<file path="src/rtl/cpu_if_queue.sv">
// Instruction-fetch stage: sequential Icache requests (one outstanding) feeding a
// DEPTH-entry {pc, inst} queue; branch/jump redirects flush the queue and squash fetches.
module cpu_if_queue #(
  parameter int unsigned       ADDR_W        = 32,
  parameter int unsigned       DEPTH         = 4,
  parameter logic [ADDR_W-1:0] RESET_PC      = '0,
  parameter bit                SWAP_BYTES    = 1'b1,
  parameter bit                STALL_ON_CTRL = 1'b1
) (
  input  logic                     clk,
  input  logic                     rst_n,
  input  logic                     rdy,
  output logic                     ic_req_valid,
  output logic [ADDR_W-1:0]        ic_req_addr,
  input  logic                     ic_req_ready,
  input  logic                     ic_resp_valid,
  input  logic [31:0]              ic_resp_inst,
  input  logic                     br_valid,
  input  logic [ADDR_W-1:0]        br_addr,
  input  logic                     jmp_valid,
  input  logic [ADDR_W-1:0]        jmp_addr,
  output logic                     deq_valid,
  input  logic                     deq_ready,
  output logic [ADDR_W-1:0]        deq_pc,
  output logic [31:0]              deq_inst,
  output logic [$clog2(DEPTH):0]   count
);

  localparam int unsigned PTR_W = $clog2(DEPTH);
  localparam int unsigned CNT_W = PTR_W + 1;
  localparam int unsigned OCC_W = CNT_W + 1;

  function automatic logic [31:0] byte_swap(input logic [31:0] w);
    return {w[7:0], w[15:8], w[23:16], w[31:24]};
  endfunction

  function automatic logic is_ctrl_op(input logic [6:0] op);
    logic r;
    case (op)
      7'b1101111, 7'b1100111, 7'b1100011: r = 1'b1;
      default:                            r = 1'b0;
    endcase
    return r;
  endfunction

  logic [ADDR_W-1:0] pc_r;
  logic [ADDR_W-1:0] req_pc_r;
  logic              outstanding_r;
  logic              drop_r;
  logic              ctrl_stall_r;
  logic [PTR_W-1:0]  rd_ptr_r;
  logic [PTR_W-1:0]  wr_ptr_r;
  logic [CNT_W-1:0]  count_r;
  logic [ADDR_W-1:0] mem_pc_r   [DEPTH];
  logic [31:0]       mem_inst_r [DEPTH];

  logic              redirect_s;
  logic [ADDR_W-1:0] target_s;
  logic [31:0]       resp_inst_s;
  logic [OCC_W-1:0]  occupancy_s;
  logic              ic_req_valid_s;
  logic              req_fire_s;
  logic              resp_seen_s;
  logic              push_s;
  logic              deq_valid_s;
  logic              pop_s;

  // Handshake decode; a response may free the slot for a request in the same cycle
  always_comb begin
    redirect_s     = br_valid | jmp_valid;
    target_s       = br_valid ? br_addr : jmp_addr;
    resp_inst_s    = SWAP_BYTES ? byte_swap(ic_resp_inst) : ic_resp_inst;
    occupancy_s    = OCC_W'(count_r) + OCC_W'(outstanding_r);
    ic_req_valid_s = rst_n & rdy & ~redirect_s & ~ctrl_stall_r &
                     (occupancy_s < OCC_W'(DEPTH)) & (~outstanding_r | ic_resp_valid);
    req_fire_s     = ic_req_valid_s & ic_req_ready;
    resp_seen_s    = rdy & outstanding_r & ic_resp_valid;
    push_s         = resp_seen_s & ~drop_r & ~redirect_s;
    deq_valid_s    = rdy & ~redirect_s & (count_r != '0);
    pop_s          = deq_valid_s & deq_ready;
  end

  // Fetch pointer, outstanding/drop tracking and control-transfer stall
  always_ff @(posedge clk or negedge rst_n) begin
    if (!rst_n) begin
      pc_r          <= RESET_PC;
      req_pc_r      <= '0;
      outstanding_r <= 1'b0;
      drop_r        <= 1'b0;
      ctrl_stall_r  <= 1'b0;
    end else if (rdy) begin
      if (redirect_s) begin
        pc_r <= target_s;
      end else if (req_fire_s) begin
        pc_r <= pc_r + ADDR_W'(4);
      end
      if (req_fire_s) begin
        req_pc_r      <= pc_r;
        outstanding_r <= 1'b1;
        drop_r        <= 1'b0;
      end else if (resp_seen_s) begin
        outstanding_r <= 1'b0;
        drop_r        <= 1'b0;
      end else if (redirect_s && outstanding_r) begin
        // the response still owed for the old path must be thrown away
        drop_r <= 1'b1;
      end
      if (redirect_s) begin
        ctrl_stall_r <= 1'b0;
      end else if (push_s && STALL_ON_CTRL && is_ctrl_op(resp_inst_s[6:0])) begin
        ctrl_stall_r <= 1'b1;
      end
    end
  end

  // Queue pointers and occupancy
  always_ff @(posedge clk or negedge rst_n) begin
    if (!rst_n) begin
      rd_ptr_r <= '0;
      wr_ptr_r <= '0;
      count_r  <= '0;
    end else if (rdy) begin
      if (redirect_s) begin
        rd_ptr_r <= '0;
        wr_ptr_r <= '0;
        count_r  <= '0;
      end else begin
        if (push_s) begin
          wr_ptr_r <= wr_ptr_r + PTR_W'(1'b1);
        end
        if (pop_s) begin
          rd_ptr_r <= rd_ptr_r + PTR_W'(1'b1);
        end
        count_r <= count_r + CNT_W'(push_s) - CNT_W'(pop_s);
      end
    end
  end

  // Queue storage
  always_ff @(posedge clk or negedge rst_n) begin
    if (!rst_n) begin
      for (int i = 0; i < int'(DEPTH); i++) begin
        mem_pc_r[i]   <= '0;
        mem_inst_r[i] <= '0;
      end
    end else if (rdy && push_s) begin
      mem_pc_r[wr_ptr_r]   <= req_pc_r;
      mem_inst_r[wr_ptr_r] <= resp_inst_s;
    end
  end

  assign ic_req_valid = ic_req_valid_s;
  assign ic_req_addr  = pc_r;
  assign deq_valid    = deq_valid_s;
  assign deq_pc       = mem_pc_r[rd_ptr_r];
  assign deq_inst     = mem_inst_r[rd_ptr_r];
  assign count        = count_r;

endmodule
</file>
<file path="config.mk">
export PLATFORM = sky130hd
export DESIGN_NAME = cpu_if_queue
export DESIGN_NICKNAME = d
export VERILOG_FILES = /design/src/rtl/cpu_if_queue.sv
export SDC_FILE = /design/constraint.sdc
export NUM_CORES = 1
export LEC_CHECK = 0
export CAP_MARGIN = 20
export CELL_PAD_IN_SITES_DETAIL_PLACEMENT = 0
export CELL_PAD_IN_SITES_GLOBAL_PLACEMENT = 1
export CORE_MARGIN = 10
export CORE_UTILIZATION = 49
export DETAILED_ROUTE_END_ITERATION = 8
export PLACE_DENSITY_LB_ADDON = 0.1
export SETUP_SLACK_MARGIN = 0.1
export SYNTH_ARGS = -nofsm -noshare
export SYNTH_HDL_FRONTEND = slang
export SYNTH_SLANG_ARGS = --single-unit
</file>
<file path="constraint.sdc">
create_clock -name clk -period 3.6 [get_ports clk]
set_clock_uncertainty 0.2 [all_clocks]
set_input_delay 0.72 -clock clk [delete_from_list [all_inputs] [get_ports clk]]
set_output_delay 0.72 -clock clk [all_outputs]
set_load 0.005 [all_outputs]
</file>
Fig. 1: cells by drive strength
Bar = 50 µm.
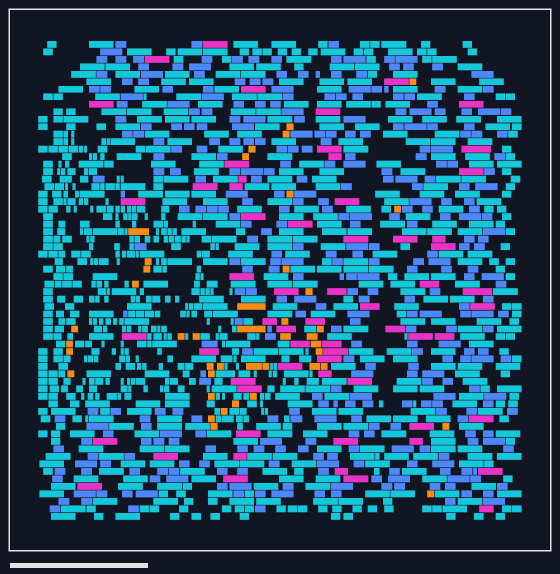
Key: orange = _3 and _4 cells [cells 42, share 3.3%]; blue = _2 cells [cells 367, share 29%]; cyan = _0 and _1 cells [cells 811, share 63%]; magenta = _6 and larger [cells 61, share 4.8%]

Fig. 2: port wiring
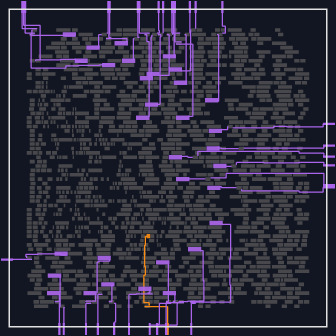
Key: purple = deq_pc [bits 32, direction output, edge 15 north, 10 south, 6 east, 1 west, end cells 32, wire 1,750 µm]; orange = deq_ready [bits 1, direction input, edge south, end cells 1, wire 74.9 µm]

Fig. 3: clock routing
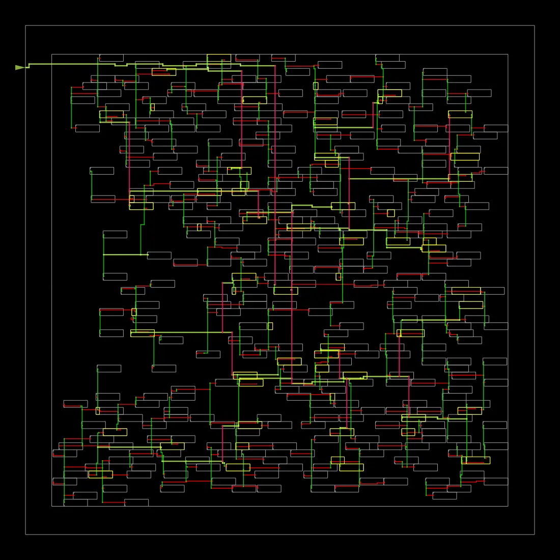
CTS sink cnt: 330
CTS buffer count: 37
CLK BUF: 51
clk latency late pin: 510 ps

Fig. 4: routed metal, one colour a layer
Bar = 50 µm.
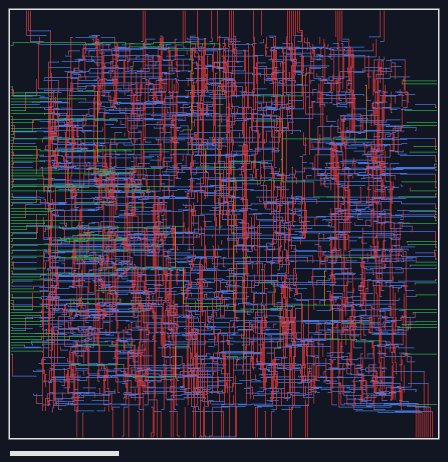
Key: green = metal 3 [wire length 2,630 µm]; red = metal 2 [wire length 17,500 µm]; orange = metal 4 [wire length 447 µm]; blue = metal 1 [wire length 16,900 µm]
DRT Wirelength: 37,400 µm
vias after detailed routing: 9,558
GRT Total Usage: 19.6%

## layout make-up
| cell class | instances | area, µm² |
|---|---|---|
| fillers | 2357 | 11600 |
| repair buffers | 248 | 2510 |
| clock buffers | 51 | 1090 |
| clock inverters | 12 | 116 |
| inverters | 14 | 52.6 |
| well taps | 396 | 495 |
| multi-input cells | 626 | 6470 |
| flip-flops and latches | 330 | 8270 |
## repair_timing
item / in CTS / in global routing
setup buffers: 1 / 7
pin swaps: 0 / 1
gates resized: 0 / 1
hold buffers: 0 / 0
setup endpoints to repair: 36 / 2
## routing by layer
metal	wire length (µm)	vias up
met4	446	0
li1	-	4341
met1	16900	4930
met5	0	-
met3	2630	38
met2	17500	249
==> metrics.cfg <==
[synth]
yosysTopAreaCellShare_pct = 54.4
yosys_most_used_dff = dfrtp_1
syn_avg_cell_area_um2 = 14.7
adder_share_pct = 0.791
ys_cells = 1035
synth_warnings = 0
synth_cells = 1035
aoi_share_pct = 5.86
ys_top_logic_family = multiplexers

[power_and_ir_drop]
p_comb_mw = 1.09
powerClk_mw = 3.72
seqPwrFrac_pct = 47.2

[floorplanning]
io_pins = 205
fp-utilization_pct = 49.7
num_rows = 64
die_h_um = 196
die_area_um2 = 38400
core_um2 = 30600
die_w_um = 196

[setup_path]
cpLargestDelayFamily = buffers and inverters
cp-start-kind = register
crit_chain = buf_4, mux4_2, clkdlybuf4s50_1
cp-startpoint = rd_ptr_r[1]
cp.depth = 3
endpoint_kind = output port
worstPathMaxFanout = 27
required_ps = 2680

[placed_design]
place_inst = 1606
dp_hpwl_um = 25200
gp_congestion = 0.791
place_area_um2 = 17700
dp_slack_ps = 194

[sta]
max_freq_mhz = 296
slew_headroom_pct = 40.1
rsz0062_at_grt = no
setup_viol = 0
worst_slew_pin_slew_ps = 899
finalHoldViolations = 0

[cells_and_area]
final_cell_count_no_fill = 1677
antenna_cells = 0
area_delta_synth_final_pct = 25.1
lay_top_count = dfrtp_1

[run_status]
status = finished, final reports clean

[job]
maxCapViolations = 0
warnings = 31

[global_routing]
grt_pass1_wl_um = 60500
grt_max_degree = 165
grt_pass1_vias = 10400
busiest_layer = met2

[detailed_routing]
viasPerCell = 5.70
drtPass1Iterations = 7
avgRoutedWirePerCell_um = 22.3

[clocking]
clockBufferDepth = 3
htreeDepth = 2

